==> run_1/io_placement.png <==
Pins as bars across the die edge, other pins in gray.
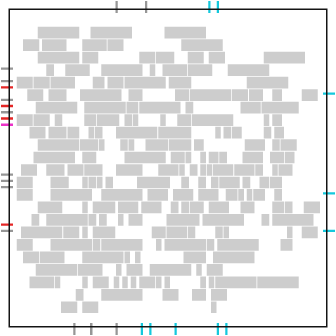
==> run_1/clocks.png <==
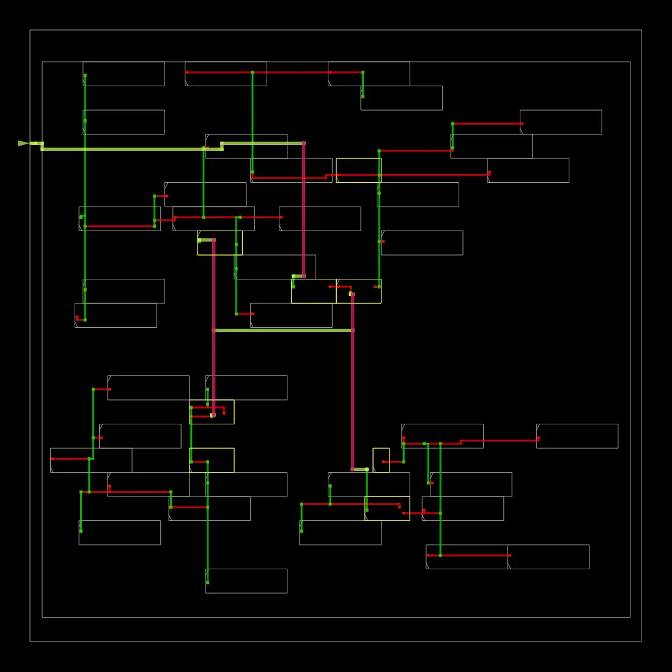
==> run_1/flops_by_reg.png <==
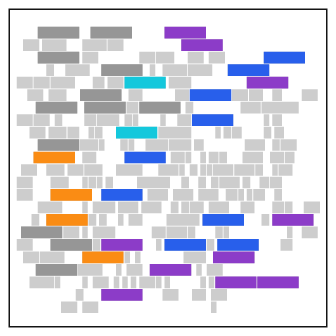
===== config.mk =====
export PLATFORM = sky130hd
export DESIGN_NAME = bcd_para_bin_flat
export DESIGN_NICKNAME = d
export VERILOG_FILES = /design/src/rtl/bcd_para_bin_if.sv /design/src/rtl/bcd_para_bin.sv /design/src/flat_wrapper.sv
export SDC_FILE = /design/constraint.sdc
export NUM_CORES = 1
export LEC_CHECK = 0
export CAP_MARGIN = 20
export CELL_PAD_IN_SITES_DETAIL_PLACEMENT = 0
export CELL_PAD_IN_SITES_GLOBAL_PLACEMENT = 1
export CORE_MARGIN = 1
export CORE_UTILIZATION = 45
export CTS_CLUSTER_SIZE = 14
export DETAILED_ROUTE_END_ITERATION = 8
export GPL_TIMING_DRIVEN = 0
export PLACE_DENSITY = 0.85
export SLEW_MARGIN = 40
export SYNTH_ARGS = -nofsm -noshare
export SYNTH_HDL_FRONTEND = slang
export SYNTH_SLANG_ARGS = --single-unit

===== constraint.sdc =====
create_clock -name clk -period 4.39 [get_ports clk]
set_input_delay 0.6585 -clock clk [delete_from_list [all_inputs] [get_ports clk]]
set_output_delay 0.6585 -clock clk [all_outputs]
set_load 0.05 [all_outputs]

===== src/rtl/bcd_para_bin_if.sv =====
// bcd_para_bin_if: request/result bundle for the sequential BCD-to-binary converter.
// Revision: 1.0
`default_nettype none

interface bcd_para_bin_if;
  logic       start;
  logic [3:0] c;
  logic [3:0] d;
  logic [3:0] u;
  logic [9:0] bin;
  logic       busy;
  logic       done;
  logic       erro;

  modport master (
    output start, c, d, u,
    input  bin, busy, done, erro
  );

  modport slave (
    input  start, c, d, u,
    output bin, busy, done, erro
  );
endinterface

`default_nettype wire


===== src/rtl/bcd_para_bin.sv =====
// bcd_para_bin: three-digit BCD to 10-bit binary, one digit per clock (acc*10 + digit).
// Revision: 1.0
`default_nettype none

module bcd_para_bin (
  input  wire logic     clk,
  input  wire logic     rst,
  bcd_para_bin_if.slave bus
);

  typedef enum logic [0:0] {
    OCIOSO = 1'b0,
    CONV   = 1'b1
  } state_t;

  state_t     r_state, w_state_nxt;
  logic [3:0] r_c, r_d, r_u;
  logic [3:0] w_c_nxt, w_d_nxt, w_u_nxt;
  logic [9:0] r_acc, w_acc_nxt;
  logic [1:0] r_idx, w_idx_nxt;
  logic [9:0] r_bin, w_bin_nxt;
  logic       r_busy, w_busy_nxt;
  logic       r_done, w_done_nxt;
  logic       r_erro, w_erro_nxt;

  logic [3:0] w_digit;
  logic [9:0] w_acc_step;
  logic       w_bad;

  assign w_bad = (bus.c > 4'd9) || (bus.d > 4'd9) || (bus.u > 4'd9);

  always_comb begin
    w_digit = r_u;
    case (r_idx)
      2'd0:    w_digit = r_c;
      2'd1:    w_digit = r_d;
      default: w_digit = r_u;
    endcase
  end

  // Result never exceeds 999, so 10-bit arithmetic cannot wrap.
  assign w_acc_step = (r_acc << 3) + (r_acc << 1) + {6'd0, w_digit};

  always_comb begin
    w_state_nxt = r_state;
    w_c_nxt     = r_c;
    w_d_nxt     = r_d;
    w_u_nxt     = r_u;
    w_acc_nxt   = r_acc;
    w_idx_nxt   = r_idx;
    w_bin_nxt   = r_bin;
    w_busy_nxt  = r_busy;
    w_done_nxt  = 1'b0;
    w_erro_nxt  = r_erro;
    case (r_state)
      OCIOSO: begin
        if (bus.start) begin
          if (w_bad) begin
            w_erro_nxt = 1'b1;
            w_done_nxt = 1'b1;
          end else begin
            w_c_nxt     = bus.c;
            w_d_nxt     = bus.d;
            w_u_nxt     = bus.u;
            w_acc_nxt   = 10'd0;
            w_idx_nxt   = 2'd0;
            w_busy_nxt  = 1'b1;
            w_erro_nxt  = 1'b0;
            w_state_nxt = CONV;
          end
        end
      end
      CONV: begin
        w_acc_nxt = w_acc_step;
        w_idx_nxt = r_idx + 2'd1;
        if (r_idx == 2'd2) begin
          w_bin_nxt   = w_acc_step;
          w_done_nxt  = 1'b1;
          w_busy_nxt  = 1'b0;
          w_idx_nxt   = 2'd0;
          w_state_nxt = OCIOSO;
        end
      end
      default: w_state_nxt = OCIOSO;
    endcase
  end

  always_ff @(posedge clk or posedge rst) begin
    if (rst) begin
      r_state <= OCIOSO;
      r_c     <= 4'd0;
      r_d     <= 4'd0;
      r_u     <= 4'd0;
      r_acc   <= 10'd0;
      r_idx   <= 2'd0;
      r_bin   <= 10'd0;
      r_busy  <= 1'b0;
      r_done  <= 1'b0;
      r_erro  <= 1'b0;
    end else begin
      r_state <= w_state_nxt;
      r_c     <= w_c_nxt;
      r_d     <= w_d_nxt;
      r_u     <= w_u_nxt;
      r_acc   <= w_acc_nxt;
      r_idx   <= w_idx_nxt;
      r_bin   <= w_bin_nxt;
      r_busy  <= w_busy_nxt;
      r_done  <= w_done_nxt;
      r_erro  <= w_erro_nxt;
    end
  end

  assign bus.bin  = r_bin;
  assign bus.busy = r_busy;
  assign bus.done = r_done;
  assign bus.erro = r_erro;

endmodule

`default_nettype wire


===== src/flat_wrapper.sv =====
// flat-port wrapper written by rule: the top's interface ports become plain ports
module bcd_para_bin_flat 
  (clk, rst, bus_start, bus_c, bus_d, bus_u, bus_bin, bus_busy, bus_done, bus_erro);
  bcd_para_bin_if bus_i ();
  input  wire logic clk;
  input  wire logic rst;
  input wire logic [$bits(bus_i.start)-1:0] bus_start;
  input wire logic [$bits(bus_i.c)-1:0] bus_c;
  input wire logic [$bits(bus_i.d)-1:0] bus_d;
  input wire logic [$bits(bus_i.u)-1:0] bus_u;
  output wire logic [$bits(bus_i.bin)-1:0] bus_bin;
  output wire logic [$bits(bus_i.busy)-1:0] bus_busy;
  output wire logic [$bits(bus_i.done)-1:0] bus_done;
  output wire logic [$bits(bus_i.erro)-1:0] bus_erro;
  assign bus_i.start = bus_start;
  assign bus_i.c = bus_c;
  assign bus_i.d = bus_d;
  assign bus_i.u = bus_u;
  assign bus_bin = bus_i.bin;
  assign bus_busy = bus_i.busy;
  assign bus_done = bus_i.done;
  assign bus_erro = bus_i.erro;
  bcd_para_bin u_core (.clk(clk), .rst(rst), .bus(bus_i));
endmodule

==> flow_metrics.rpt, run 1 <==
IMPLEMENTATION SUMMARY REPORT
----------------------------------------------------
[Timing]
  Worst relative slew slack ........................ 56.6%
  Final worst-path setup slack ........................ 1500 ps
  Worst-margin pin slew ........................ 650 ps

[GRT]
  GR Util met2 ........................ 34.3%
  First-pass GRT wire length ........................ 6.71 mm
  Largest net degree at the start of global routing ........................ 38
  Global routing met3 resource utilization ........................ 3.45%
  Most used routing layer in global routing ........................ met2

[Critical path]
  CP Max Fanout ........................ 9
  Path depth of the worst reg2reg path ........................ 9
  Reg-to-reg setup timing slack ........................ 1500 ps
  Classification of the worst setup path ........................ reg -> reg
  Largest stage delay on the critical path ........................ 510 ps

[Cells and area]
  Gate Area ........................ 0.00102 mm2
  Share of cell area taken by multi-input logic gates ........................ 41.9%
  Flip-flop count of the largest register after layout ........................ 10

[Drt]
  Remaining antenna violation count ........................ 0
  Number of optimization iterations in the first detailed-route pass ........................ 4
  Final wirelength ........................ 4.05 mm
  Length of routed met2 wiring ........................ 2.08 mm

[Status]
  Run status ........................ finished clean

[Floorplanning]
  Total number of tap cells ........................ 50
  Die ar. ........................ 0.00474 mm2

[Yosys]
  Synthesized flop and latch total ........................ 37

[Place]
  Cell Count Post-Placement ........................ 254

[Worst hold path]
  Hold Path Class ........................ reg -> reg
  Hold Startpoint ........................ u_core.bus.bin[0]

----------------------------------------------------
Back to the opening pictures, io_placement.png:
Red marks `bus_d`, pins 4, direction input, edge west. Cyan marks `bus_bin`, pins 10, direction output, edge 5 south, 3 east, 2 north. Magenta marks `bus_start`, pins 1, direction input, edge west.
All pins by edge: 13 west, 8 south, 4 north, 3 east.
horizontal die size: 68.9 um
# port buffers: 27
vertical extent of the die: 68.9 um

Back to the opening pictures, clocks.png:
flip-flops: 37
worst-skew pair later-pin latency: 280 ps

Back to the opening pictures, flops_by_reg.png:
Purple marks `u_core.bus.bin`, placed flops 10. Orange marks `u_core.r_u`, placed flops 4. Cyan marks `u_core.r_idx`, placed flops 2. Blue marks `u_core.r_acc`, placed flops 9.
sequential share of cell area: 37.8%
share of the core filled with cells in the final layout: 59.1%
combined flip-flop and latch cell area: 926 um2

==> run_1/wires.png <==
Scale bar: 20 um.
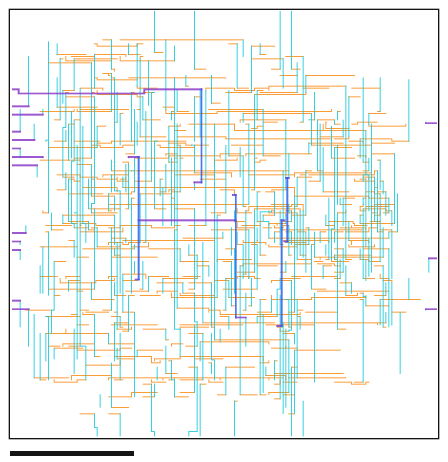

==> inputs of run 2 (changes only) <==
Settings changed: CORE_UTILIZATION 45 to 43, PLACE_DENSITY 0.85 to 0.82.
Clock period 4.39 ns to 2.8 ns, I/O delays scaled along.
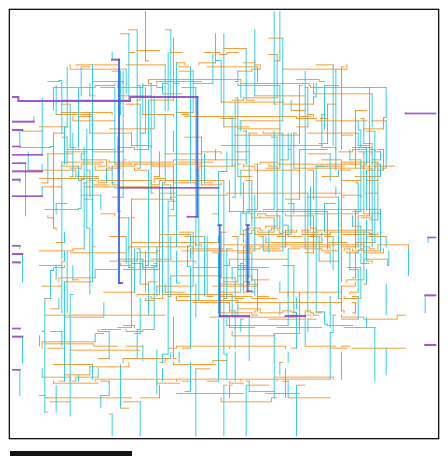
(run_2/wires.png)
Scale bar: 20 um.
Orange marks metal 1, wire length 1890 um. Cyan marks metal 2, wire length 2120 um. Purple marks metal 3, wire length 102 um. Blue marks metal 4, wire length 82.3 um.
vias: 1444
final wirelength: 4.19 mm
total global-route track usage: 18.9%
average routed wire per standard cell: 15.9 um

==> run 2 against run 1 <==
  * Sequential cell count unchanged
  * Count of clock-buffer cells in the layout down 1
  * Non-clock buffer count unchanged
  * Setup slack worse by 1400 ps
  * Sequential share of layout area down 0.78 points
  * Register-to-register slack worse by 1400 ps
  * Synthesized cell count unchanged
==> flow_metrics.rpt, run 2 <==
IMPLEMENTATION SUMMARY REPORT
----------------------------------------------------
[Place]
  Cell Count Post-Placement ........................ 256
  # port buffers ........................ 27

[Clock tree]
  Worst-skew pair later-pin latency ........................ 290 ps

[Timing]
  Final worst-path setup slack ........................ 125 ps
  Worst relative slew slack ........................ 57.6%

[Critical path]
  Path depth of the worst reg2reg path ........................ 10
  Largest stage delay on the critical path ........................ 470 ps
  Reg-to-reg setup timing slack ........................ 130 ps
  CP Max Fanout ........................ 9

[Floorplanning]
  Die ar. ........................ 0.00496 mm2
  Vertical extent of the die ........................ 70.4 um
  Horizontal die size ........................ 70.4 um

[GRT]
  Largest net degree at the start of global routing ........................ 38
  GR Util met2 ........................ 32.7%
  Most used routing layer in global routing ........................ met2
  Global routing met3 resource utilization ........................ 3.03%
  First-pass GRT wire length ........................ 7.18 mm

[Drt]
  Number of optimization iterations in the first detailed-route pass ........................ 4
  Length of routed met2 wiring ........................ 2.12 mm
  Remaining antenna violation count ........................ 0

[Worst hold path]
  Hold Path Class ........................ reg -> reg

[Cells and area]
  Sequential share of cell area ........................ 37.1%
  Gate Area ........................ 0.00105 mm2
  Share of the core filled with cells in the final layout ........................ 56.6%
  Combined flip-flop and latch cell area ........................ 926 um2

[Status]
  Run status ........................ finished clean

[Yosys]
  Synthesized flop and latch total ........................ 37

----------------------------------------------------
==> inputs of run 3 (changes only) <==
Settings changed: CAP_MARGIN 20 to 15, CTS_CLUSTER_DIAMETER set to 120.
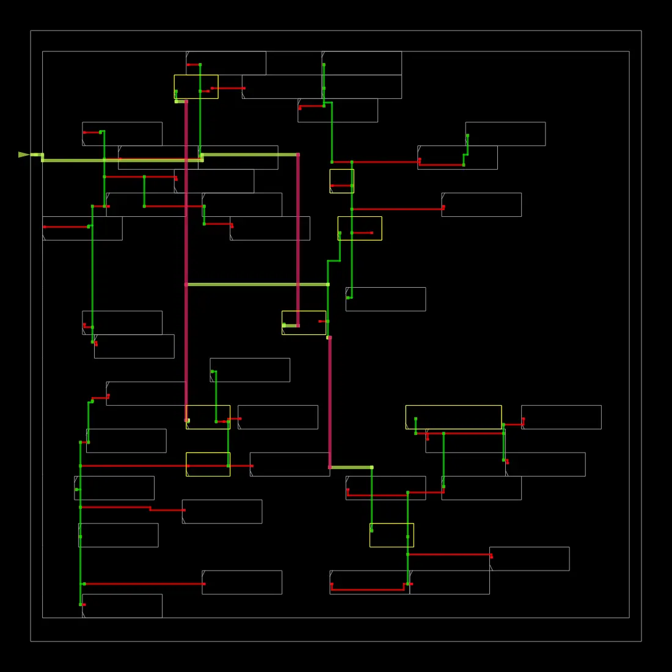
(run_3/clocks.png)
number of sinks driven by the clock tree: 37
worst-skew pair later-pin latency: 290 ps
clock buffer count in the final layout: 6

==> run 3 against run 2 <==
  * Count of clock-buffer cells in the layout stayed put
  * Critical endpoint unchanged
  * Utilization stayed put
  * Routed wire length unchanged
  * Highest routed layer unchanged
  * Sequential share of layout area stayed put
  * Cell count is the same
  * Critical path type unchanged
  * Die area is the same
==> flow_metrics.rpt, run 3 <==
IMPLEMENTATION SUMMARY REPORT
----------------------------------------------------
[Status]
  Run status ........................ finished clean

[Yosys]
  Synthesized flop and latch total ........................ 37

[Cells and area]
  Share of the core filled with cells in the final layout ........................ 56.6%
  Sequential share of cell area ........................ 37.1%
  Flip-flops ........................ 37

[GRT]
  First-pass GRT wire length ........................ 7.18 mm

[Floorplanning]
  Vertical extent of the die ........................ 70.4 um
  Total number of tap cells ........................ 52

[Worst hold path]
  Hold Path Class ........................ reg -> reg
  Hold Startpoint ........................ u_core.bus.bin[2]

[Drt]
  Average routed wire per standard cell ........................ 15.9 um
  Remaining antenna violation count ........................ 0
  Vias ........................ 1444

[Critical path]
  Path depth of the worst reg2reg path ........................ 10
  Largest stage delay on the critical path ........................ 470 ps

[Timing]
  Worst-margin pin slew ........................ 635 ps
  Worst relative slew slack ........................ 57.6%

[Place]
  # port buffers ........................ 27
  Cell Count Post-Placement ........................ 256

----------------------------------------------------
